## src/rtl/mem_access_pkg.sv

```systemverilog
// rtl/mem_access_pkg.sv - shared types and constants for the memory access arbiter
package mem_access_pkg;

    typedef enum logic [1:0] {
        IDLE   = 2'd0,
        ACCESS = 2'd1,
        DONE   = 2'd2
    } mem_access_state_e;

    localparam logic REQ_FETCH = 1'b0;
    localparam logic REQ_DATA  = 1'b1;

    localparam int TIMEOUT_WIDTH = 8;

endpackage

```

## src/rtl/mem_access_rr_arbiter.sv

```systemverilog
// rtl/mem_access_rr_arbiter.sv - combinational two-way round-robin grant
module mem_access_rr_arbiter
    import mem_access_pkg::*;
(
    input  logic fetch_req_i,
    input  logic data_req_i,
    input  logic last_grant_i,
    output logic grant_valid_o,
    output logic grant_id_o
);

    always_comb begin
        grant_valid_o = fetch_req_i | data_req_i;
        grant_id_o    = REQ_FETCH;
        // On a tie the requester that did not win last time goes first.
        if (fetch_req_i && data_req_i) begin
            grant_id_o = ~last_grant_i;
        end else if (data_req_i) begin
            grant_id_o = REQ_DATA;
        end
    end

endmodule

```

## src/rtl/mem_access_arbiter.sv

```systemverilog
// rtl/mem_access_arbiter.sv - shares the main-memory port between fetch and data paths
module mem_access_arbiter
    import mem_access_pkg::*;
#(
    parameter int DATAWIDTH_BUS  = 32,
    parameter int TIMEOUT_CYCLES = 15
) (
    input  logic                     MEM_ACCESS_ARBITER_CLOCK_50,
    input  logic                     MEM_ACCESS_ARBITER_RESET_InLow,
    input  logic                     MEM_ACCESS_ARBITER_FETCH_REQ_In,
    input  logic [DATAWIDTH_BUS-1:0] MEM_ACCESS_ARBITER_FETCH_ADDR_InBUS,
    output logic                     MEM_ACCESS_ARBITER_FETCH_DONE_Out,
    input  logic                     MEM_ACCESS_ARBITER_DATA_REQ_In,
    input  logic                     MEM_ACCESS_ARBITER_DATA_WE_In,
    input  logic [DATAWIDTH_BUS-1:0] MEM_ACCESS_ARBITER_DATA_ADDR_InBUS,
    input  logic [DATAWIDTH_BUS-1:0] MEM_ACCESS_ARBITER_DATA_WDATA_InBUS,
    output logic                     MEM_ACCESS_ARBITER_DATA_DONE_Out,
    output logic [DATAWIDTH_BUS-1:0] MEM_ACCESS_ARBITER_RDATA_OutBUS,
    output logic                     MEM_ACCESS_ARBITER_ERROR_Out,
    output logic [DATAWIDTH_BUS-1:0] MEM_ACCESS_ARBITER_MEM_ADDR_OutBUS,
    output logic [DATAWIDTH_BUS-1:0] MEM_ACCESS_ARBITER_MEM_WDATA_OutBUS,
    output logic                     MEM_ACCESS_ARBITER_MEM_RD_Out,
    output logic                     MEM_ACCESS_ARBITER_MEM_WR_Out,
    input  logic [DATAWIDTH_BUS-1:0] MEM_ACCESS_ARBITER_MEM_RDATA_InBUS,
    input  logic                     MEM_ACCESS_ARBITER_MEM_ACK_In
);

    localparam logic [TIMEOUT_WIDTH-1:0] TIMEOUT_LIM = TIMEOUT_WIDTH'(TIMEOUT_CYCLES);
    localparam logic [TIMEOUT_WIDTH-1:0] CNT_MAX     = '1;

    logic clk;
    logic rst_n;
    logic ack;
    assign clk   = MEM_ACCESS_ARBITER_CLOCK_50;
    assign rst_n = MEM_ACCESS_ARBITER_RESET_InLow;
    assign ack   = MEM_ACCESS_ARBITER_MEM_ACK_In;

    mem_access_state_e state_q, state_d;

    logic                     last_grant_q, last_grant_d;
    logic                     grant_q, grant_d;
    logic                     we_q, we_d;
    logic [TIMEOUT_WIDTH-1:0] cnt_q, cnt_d;
    logic [DATAWIDTH_BUS-1:0] addr_q, addr_d;
    logic [DATAWIDTH_BUS-1:0] wdata_q, wdata_d;
    logic [DATAWIDTH_BUS-1:0] rdata_q, rdata_d;
    logic                     rd_q, rd_d;
    logic                     wr_q, wr_d;
    logic                     fetch_done_q, fetch_done_d;
    logic                     data_done_q, data_done_d;
    logic                     error_q, error_d;

    logic gnt_valid;
    logic gnt_id;
    logic sel_we;
    logic timed_out;

    mem_access_rr_arbiter u_rr_arbiter (
        .fetch_req_i   (MEM_ACCESS_ARBITER_FETCH_REQ_In),
        .data_req_i    (MEM_ACCESS_ARBITER_DATA_REQ_In),
        .last_grant_i  (last_grant_q),
        .grant_valid_o (gnt_valid),
        .grant_id_o    (gnt_id)
    );

    assign timed_out = (cnt_q == TIMEOUT_LIM);

    always_ff @(posedge clk or negedge rst_n) begin
        if (!rst_n) begin
            state_q <= IDLE;
        end else begin
            state_q <= state_d;
        end
    end

    always_comb begin
        state_d = state_q;
        case (state_q)
            IDLE:    if (gnt_valid) state_d = ACCESS;
            ACCESS:  if (ack || timed_out) state_d = DONE;
            DONE:    state_d = IDLE;
            default: state_d = IDLE;
        endcase
    end

    always_comb begin
        last_grant_d = last_grant_q;
        grant_d      = grant_q;
        we_d         = we_q;
        cnt_d        = cnt_q;
        addr_d       = addr_q;
        wdata_d      = wdata_q;
        rdata_d      = rdata_q;
        error_d      = error_q;
        rd_d         = 1'b0;
        wr_d         = 1'b0;
        fetch_done_d = 1'b0;
        data_done_d  = 1'b0;
        sel_we       = 1'b0;
        case (state_q)
            IDLE: begin
                if (gnt_valid) begin
                    grant_d      = gnt_id;
                    last_grant_d = gnt_id;
                    cnt_d        = '0;
                    if (gnt_id == REQ_FETCH) begin
                        sel_we  = 1'b0;
                        addr_d  = MEM_ACCESS_ARBITER_FETCH_ADDR_InBUS;
                        wdata_d = '0;
                    end else begin
                        sel_we  = MEM_ACCESS_ARBITER_DATA_WE_In;
                        addr_d  = MEM_ACCESS_ARBITER_DATA_ADDR_InBUS;
                        wdata_d = MEM_ACCESS_ARBITER_DATA_WDATA_InBUS;
                    end
                    we_d = sel_we;
                    rd_d = ~sel_we;
                    wr_d = sel_we;
                end
            end
            ACCESS: begin
                // ACK takes priority over a timeout landing on the same cycle.
                if (ack || timed_out) begin
                    if (ack && !we_q) begin
                        rdata_d = MEM_ACCESS_ARBITER_MEM_RDATA_InBUS;
                    end
                    error_d      = ~ack;
                    fetch_done_d = (grant_q == REQ_FETCH);
                    data_done_d  = (grant_q == REQ_DATA);
                end else begin
                    cnt_d = (cnt_q == CNT_MAX) ? cnt_q : cnt_q + 1'b1;
                    rd_d  = ~we_q;
                    wr_d  = we_q;
                end
            end
            default: ;
        endcase
    end

    always_ff @(posedge clk or negedge rst_n) begin
        if (!rst_n) begin
            last_grant_q <= REQ_DATA;
            grant_q      <= REQ_FETCH;
            we_q         <= 1'b0;
            cnt_q        <= '0;
            addr_q       <= '0;
            wdata_q      <= '0;
            rdata_q      <= '0;
            rd_q         <= 1'b0;
            wr_q         <= 1'b0;
            fetch_done_q <= 1'b0;
            data_done_q  <= 1'b0;
            error_q      <= 1'b0;
        end else begin
            last_grant_q <= last_grant_d;
            grant_q      <= grant_d;
            we_q         <= we_d;
            cnt_q        <= cnt_d;
            addr_q       <= addr_d;
            wdata_q      <= wdata_d;
            rdata_q      <= rdata_d;
            rd_q         <= rd_d;
            wr_q         <= wr_d;
            fetch_done_q <= fetch_done_d;
            data_done_q  <= data_done_d;
            error_q      <= error_d;
        end
    end

    assign MEM_ACCESS_ARBITER_FETCH_DONE_Out   = fetch_done_q;
    assign MEM_ACCESS_ARBITER_DATA_DONE_Out    = data_done_q;
    assign MEM_ACCESS_ARBITER_RDATA_OutBUS     = rdata_q;
    assign MEM_ACCESS_ARBITER_ERROR_Out        = error_q;
    assign MEM_ACCESS_ARBITER_MEM_ADDR_OutBUS  = addr_q;
    assign MEM_ACCESS_ARBITER_MEM_WDATA_OutBUS = wdata_q;
    assign MEM_ACCESS_ARBITER_MEM_RD_Out       = rd_q;
    assign MEM_ACCESS_ARBITER_MEM_WR_Out       = wr_q;

endmodule

```

## config.mk

```make
export PLATFORM = sky130hd
export DESIGN_NAME = mem_access_arbiter
export DESIGN_NICKNAME = d
export VERILOG_FILES = /design/src/rtl/mem_access_pkg.sv /design/src/rtl/mem_access_rr_arbiter.sv /design/src/rtl/mem_access_arbiter.sv
export SDC_FILE = /design/constraint.sdc
export NUM_CORES = 1
export LEC_CHECK = 0
export CORE_ASPECT_RATIO = 0.75
export CORE_UTILIZATION = 41
export CTS_CLUSTER_DIAMETER = 30
export DETAILED_ROUTE_END_ITERATION = 7
export GPL_TIMING_DRIVEN = 0
export PLACE_DENSITY = 0.81
export SYNTH_ARGS = -nofsm -noshare
export SYNTH_HDL_FRONTEND = slang
export SYNTH_HIERARCHICAL = 1
export SYNTH_SLANG_ARGS = --single-unit
```

## constraint.sdc

```tcl
create_clock -name MEM_ACCESS_ARBITER_CLOCK_50 -period 2.5 [get_ports MEM_ACCESS_ARBITER_CLOCK_50]
set_input_delay 0.75 -clock MEM_ACCESS_ARBITER_CLOCK_50 [delete_from_list [all_inputs] [get_ports MEM_ACCESS_ARBITER_CLOCK_50]]
set_output_delay 0.75 -clock MEM_ACCESS_ARBITER_CLOCK_50 [all_outputs]
set_load 0.1 [all_outputs]
```

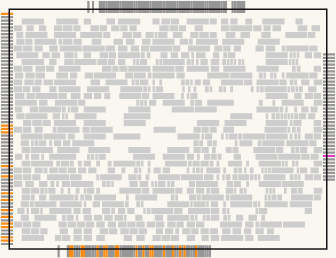
run_1/pins.png
Pins as bars across the die edge, other pins in grey.
MEM_ACCESS_ARBITER_DATA_REQ_In: marked magenta, pins 1, direction input, edge right. MEM_ACCESS_ARBITER_FETCH_ADDR_InBUS: marked orange, pins 32, direction input, edge 18 bottom, 14 left.
All pins by edge: 69 left, 64 bottom, 64 top, 38 right.

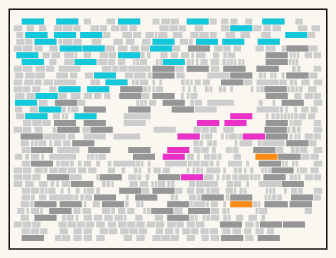
run_1/registers.png
Other sequential cells in the stronger grey, the rest of the logic in the fainter grey.
cnt_q: marked magenta, flops 8, where middle. state_q: marked orange, flops 2. MEM_ACCESS_ARBITER_RDATA_OutBUS: marked cyan, flops 32.
register area: 2850 µm²
fin util: 70.5%
Seq area share: 36.3%

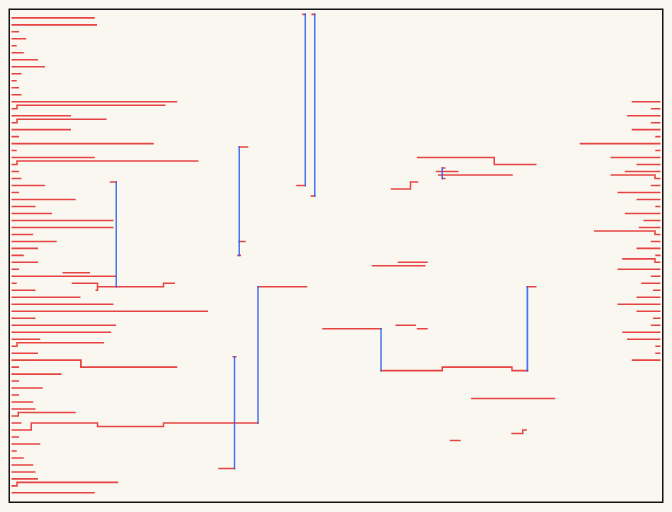
run_1/metal_stack.png
Only two layers are drawn.
met3: marked red, wire length 1050 µm. met4: marked blue, wire length 185 µm.

-- run 1: state kept, by name, indices dropped and copies added, names as in the netlist --
signal	cells
MEM_ACCESS_ARBITER_MEM_WDATA_OutBUS	32
last_grant_q	1
MEM_ACCESS_ARBITER_RDATA_OutBUS	32
MEM_ACCESS_ARBITER_ERROR_Out	1
state_q	2
MEM_ACCESS_ARBITER_FETCH_DONE_Out	1
MEM_ACCESS_ARBITER_MEM_ADDR_OutBUS	32
we_q	1
MEM_ACCESS_ARBITER_DATA_DONE_Out	1
grant_q	1
MEM_ACCESS_ARBITER_MEM_WR_Out	1
cnt_q	8
MEM_ACCESS_ARBITER_MEM_RD_Out	1
-- run 1: final timing paths --
path,cells past startpoint,slack (ns),endpoint,start
max,1,0.08,MEM_ACCESS_ARBITER_MEM_ADDR_OutBUS[24],MEM_ACCESS_ARBITER_MEM_ADDR_OutBUS[24]$_DFFE_PN0P_
min,1,0.41,MEM_ACCESS_ARBITER_MEM_ADDR_OutBUS[19]$_DFFE_PN0P_,MEM_ACCESS_ARBITER_RESET_InLow
max reg2reg,6,0.39,MEM_ACCESS_ARBITER_RDATA_OutBUS[18]$_DFFE_PN0P_,state_q[0]$_DFFE_PN0P_
min reg2reg,2,0.46,MEM_ACCESS_ARBITER_MEM_WDATA_OutBUS[17]$_DFFE_PN0P_,MEM_ACCESS_ARBITER_MEM_WDATA_OutBUS[17]$_DFFE_PN0P_
max in group asynchronous,2,1.30,last_grant_q$_DFFE_PN1P_,MEM_ACCESS_ARBITER_RESET_InLow
min in group MEM_ACCESS_ARBITER_CLOCK_50,2,0.46,MEM_ACCESS_ARBITER_MEM_WDATA_OutBUS[17]$_DFFE_PN0P_,MEM_ACCESS_ARBITER_MEM_WDATA_OutBUS[17]$_DFFE_PN0P_
-- run 1: logic make-up (layout without fill, tap and decap cells) --
| family | Yosys count | in the layout | share of synthesized area [%] |
|---|---|---|---|
| adder cells (fa/ha/maj) | 1 | 1 | 0.261 |
| buffers and inverters | 29 | 296 | 2.84 |
| AND-OR/OR-AND | 55 | 55 | 7.19 |
| flip-flops | 114 | 114 | 59.4 |
| multiplexers | 66 | 66 | 14.7 |
| AND/OR/NAND/NOR | 171 | 171 | 15.6 |
-- run 1: worst register-to-register path: stages, from the launching register on --
cell and delay, ns:
dfrtp_1 0.45, nor2b_1 0.17, buf_2 0.21, nand2_1 0.07
nor2_1 0.44, buf_4 0.30, mux2_2 0.36
-- run 1: what timing repair did --
item / CTS / global route
setup endpoints to repair: 101 / 10
gates resized: 101 / 3
setup buffers: 0 / 0
-- run 1: routing by layer --
metal,vias up,global-route usage (%),routed length (µm)
met2,152,42.4,7130
met5,-,0,0
met3,19,8.67,1050
met4,0,8.13,184
li1,2005,-,-
met1,2036,27.9,5870
-- run 1: synthesized netlist by cell type, types with 3 or more instances --
library cell / instances
a21oi_1: 35
buf_2: 13
buf_4: 3
clkbuf_1: 12
dfrtp_1: 113
mux2_2: 31
mux2i_1: 33
nand2_1: 80
nand3_1: 36
nor2_1: 38
o21ai_0: 4
o2bb2ai_1: 3
==> ci_impl_report.md, run 1 <==
## PnR job results

| Metric | Value |
|---|---|
| Clk_skew | 0.00639 ns |
| Htree depth | 4 |
| Most area-hungry cell type in the Yosys netlist | dfrtp_1 |
| Post-DP HPWL | 10500 µm |
| Layout cell share with drive strength beyond 1 | 13.2% |
| MI comb cells | 293 |
| Status | complete, no violations |
| Number of global-route vias before repair | 4427 |
| Max-cap violations | 0 |
| Worst slew margin | 31.6% |
| CTS Root Cell | clkbuf_16 |
| Mapped Avg Cell Area | 11.0 µm² |
| # Cells Yosys | 436 |
| Type of the worst setup path | reg -> out |
| Critical path launch point type | flop |
| Final-report max-slew violation count | 0 |
| Post-route ant nets | 0 |
| Most frequent cells in the layout | 132 x clkdlybuf4s50_1, 113 x dfrtp_1, 101 x dlygate4sd2_1 |
| Cts bufs inserted | 17 |
| Area Overhead vs Synth | 63.8% |
| Buffer share of cell area | 30.2% |
| Setup crit end kind | output pin |
| Antenna diode count | 0 |
| Main flop type | dfrtp_1 |
| WL final | 14200 µm |
| Worst path required time | 1.75 ns |
| Tmin final | 2.42 ns |
| Comb/total area | 23.1% |
| Register area share after synthesis | 59.4% |
| DR vias | 4212 |
| Yosys warns | 6 |
| Max Root-Sink Buffers | 2 |
| Non-clk invs | 1 |
| Largest cell class | registers |
| Latency at later pin | 0.40 ns |
| Nets | 825 |
| Period utilization | 96.6% |
| Die Y | 95.7 µm |
| Final count of negative-setup-slack endpoints | 0 |
| CP bufs+invs | 1 |
| Clock Sinks | 114 |
| Distinct cells, synth | 41 |
| RSZ-0062 raised after global routing | false |
| Pre-antenna DRT Iters | 4 |
| Final hold vios | 0 |
--- run 2 (diff from run 1) ---
CTS_CLUSTER_DIAMETER = 150   (was 30)
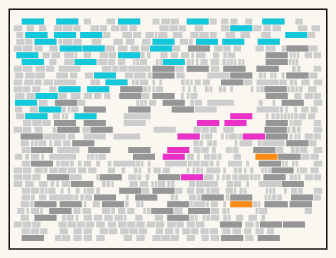
run_2/registers.png
Other sequential cells in the stronger grey, the rest of the logic in the fainter grey.
state_q: marked orange, flops 2. MEM_ACCESS_ARBITER_RDATA_OutBUS: marked cyan, flops 32. cnt_q: marked magenta, flops 8, where middle.
Another 72 sequential cells are not coloured.

==> run 2 against run 1 <==
Final cell count unchanged; sequential share of layout area unchanged; non-clock buffer count unchanged; setup slack unchanged; register-to-register slack about the same; critical path depth unchanged; design area unchanged; critical endpoint unchanged; highest routed layer unchanged.
==> ci_impl_report.md, run 2 <==
## PnR job results

| Metric | Value |
|---|---|
| R2R setup slack | 0.39 ns |
| Type of the worst setup path | reg -> out |
| Crit path launch | MEM_ACCESS_ARBITER_MEM_ADDR_OutBUS[24]$_DFFE_PN0P_ |
| Die Y | 95.7 µm |
| Max Root-Sink Buffers | 2 |
| Critical R2R Launch | state_q[0]$_DFFE_PN0P_ |
| Most frequent cells in the layout | 132 x clkdlybuf4s50_1, 113 x dfrtp_1, 101 x dlygate4sd2_1 |
| CTS Root Cell | clkbuf_16 |
| Status | complete, no violations |
| Number of global-route vias before repair | 4427 |
| Antenna diode count | 0 |
| Distinct cells, synth | 41 |
| WL met2 | 7130 µm |
| Setup crit end kind | output pin |
| Htree depth | 4 |
| Mapped Avg Cell Area | 11.0 µm² |
| Post-DP HPWL | 10500 µm |
| Latency at later pin | 0.40 ns |
| # Cells Yosys | 436 |
| M1 WL | 5870 µm |
| Period utilization | 96.6% |
| Clock Sinks | 114 |
| Final count of negative-setup-slack endpoints | 0 |
| Final-report max-slew violation count | 0 |
| Register area share after synthesis | 59.4% |
| Critical path launch point type | flop |
| Final hold vios | 0 |
| Register area | 2850 µm² |
| Clk_skew | 0.00639 ns |
run 2: cell counts after synthesis:
No cell type changed its count.
run 2: cells by family after synthesis:
family	count (synthesis)	share of synthesized area [%]
AND-OR/OR-AND	55	7.19
AND/OR/NAND/NOR	171	15.6
buffers and inverters	29	2.84
multiplexers	66	14.7
adder cells (fa/ha/maj)	1	0.261
flip-flops	114	59.4
run 2: final timing paths:
| check | to | cells past startpoint |
|---|---|---|
| min reg2reg | MEM_ACCESS_ARBITER_MEM_WDATA_OutBUS[17]$_DFFE_PN0P_ | 2 |
| max in group asynchronous | last_grant_q$_DFFE_PN1P_ | 2 |
| max | MEM_ACCESS_ARBITER_MEM_ADDR_OutBUS[24] | 1 |
| max reg2reg | MEM_ACCESS_ARBITER_RDATA_OutBUS[18]$_DFFE_PN0P_ | 6 |
| min in group MEM_ACCESS_ARBITER_CLOCK_50 | MEM_ACCESS_ARBITER_MEM_WDATA_OutBUS[17]$_DFFE_PN0P_ | 2 |
| min | MEM_ACCESS_ARBITER_MEM_ADDR_OutBUS[19]$_DFFE_PN0P_ | 1 |
run 2: routing by layer:
layer,up-vias,global-route usage (%)
met2,152,42.4
met4,0,8.13
met1,2036,27.9
met5,-,0
li1,2005,-
met3,19,8.67
run 2: final cells by class:
cell class,count,share of cell area (%)
Sequential cell,114,36.3
Timing Repair Buffer,235,28.5
Multi-Input combinational cell,293,23.1
Clock buffer,24,6.25
Tap cell,140,2.23
Clock inverter,8,1.89
Buffer,28,1.70
Inverter,1,0.0477
run 2: stage by stage:
| stage | hold slack, ns |
|---|---|
| 2_1_floorplan | 0.416 |
| 3_3_place_gp | 0.427 |
| 3_5_place_dp | 0.454 |
| 4_1_cts | 0.433 |
| 5_1_grt | 0.469 |
| 6_report | 0.407 |
run 2: what timing repair did:
item	4_1_cts	5_1_grt
resized	101	3
setup endpoints to repair	101	10
gates cloned	0	0
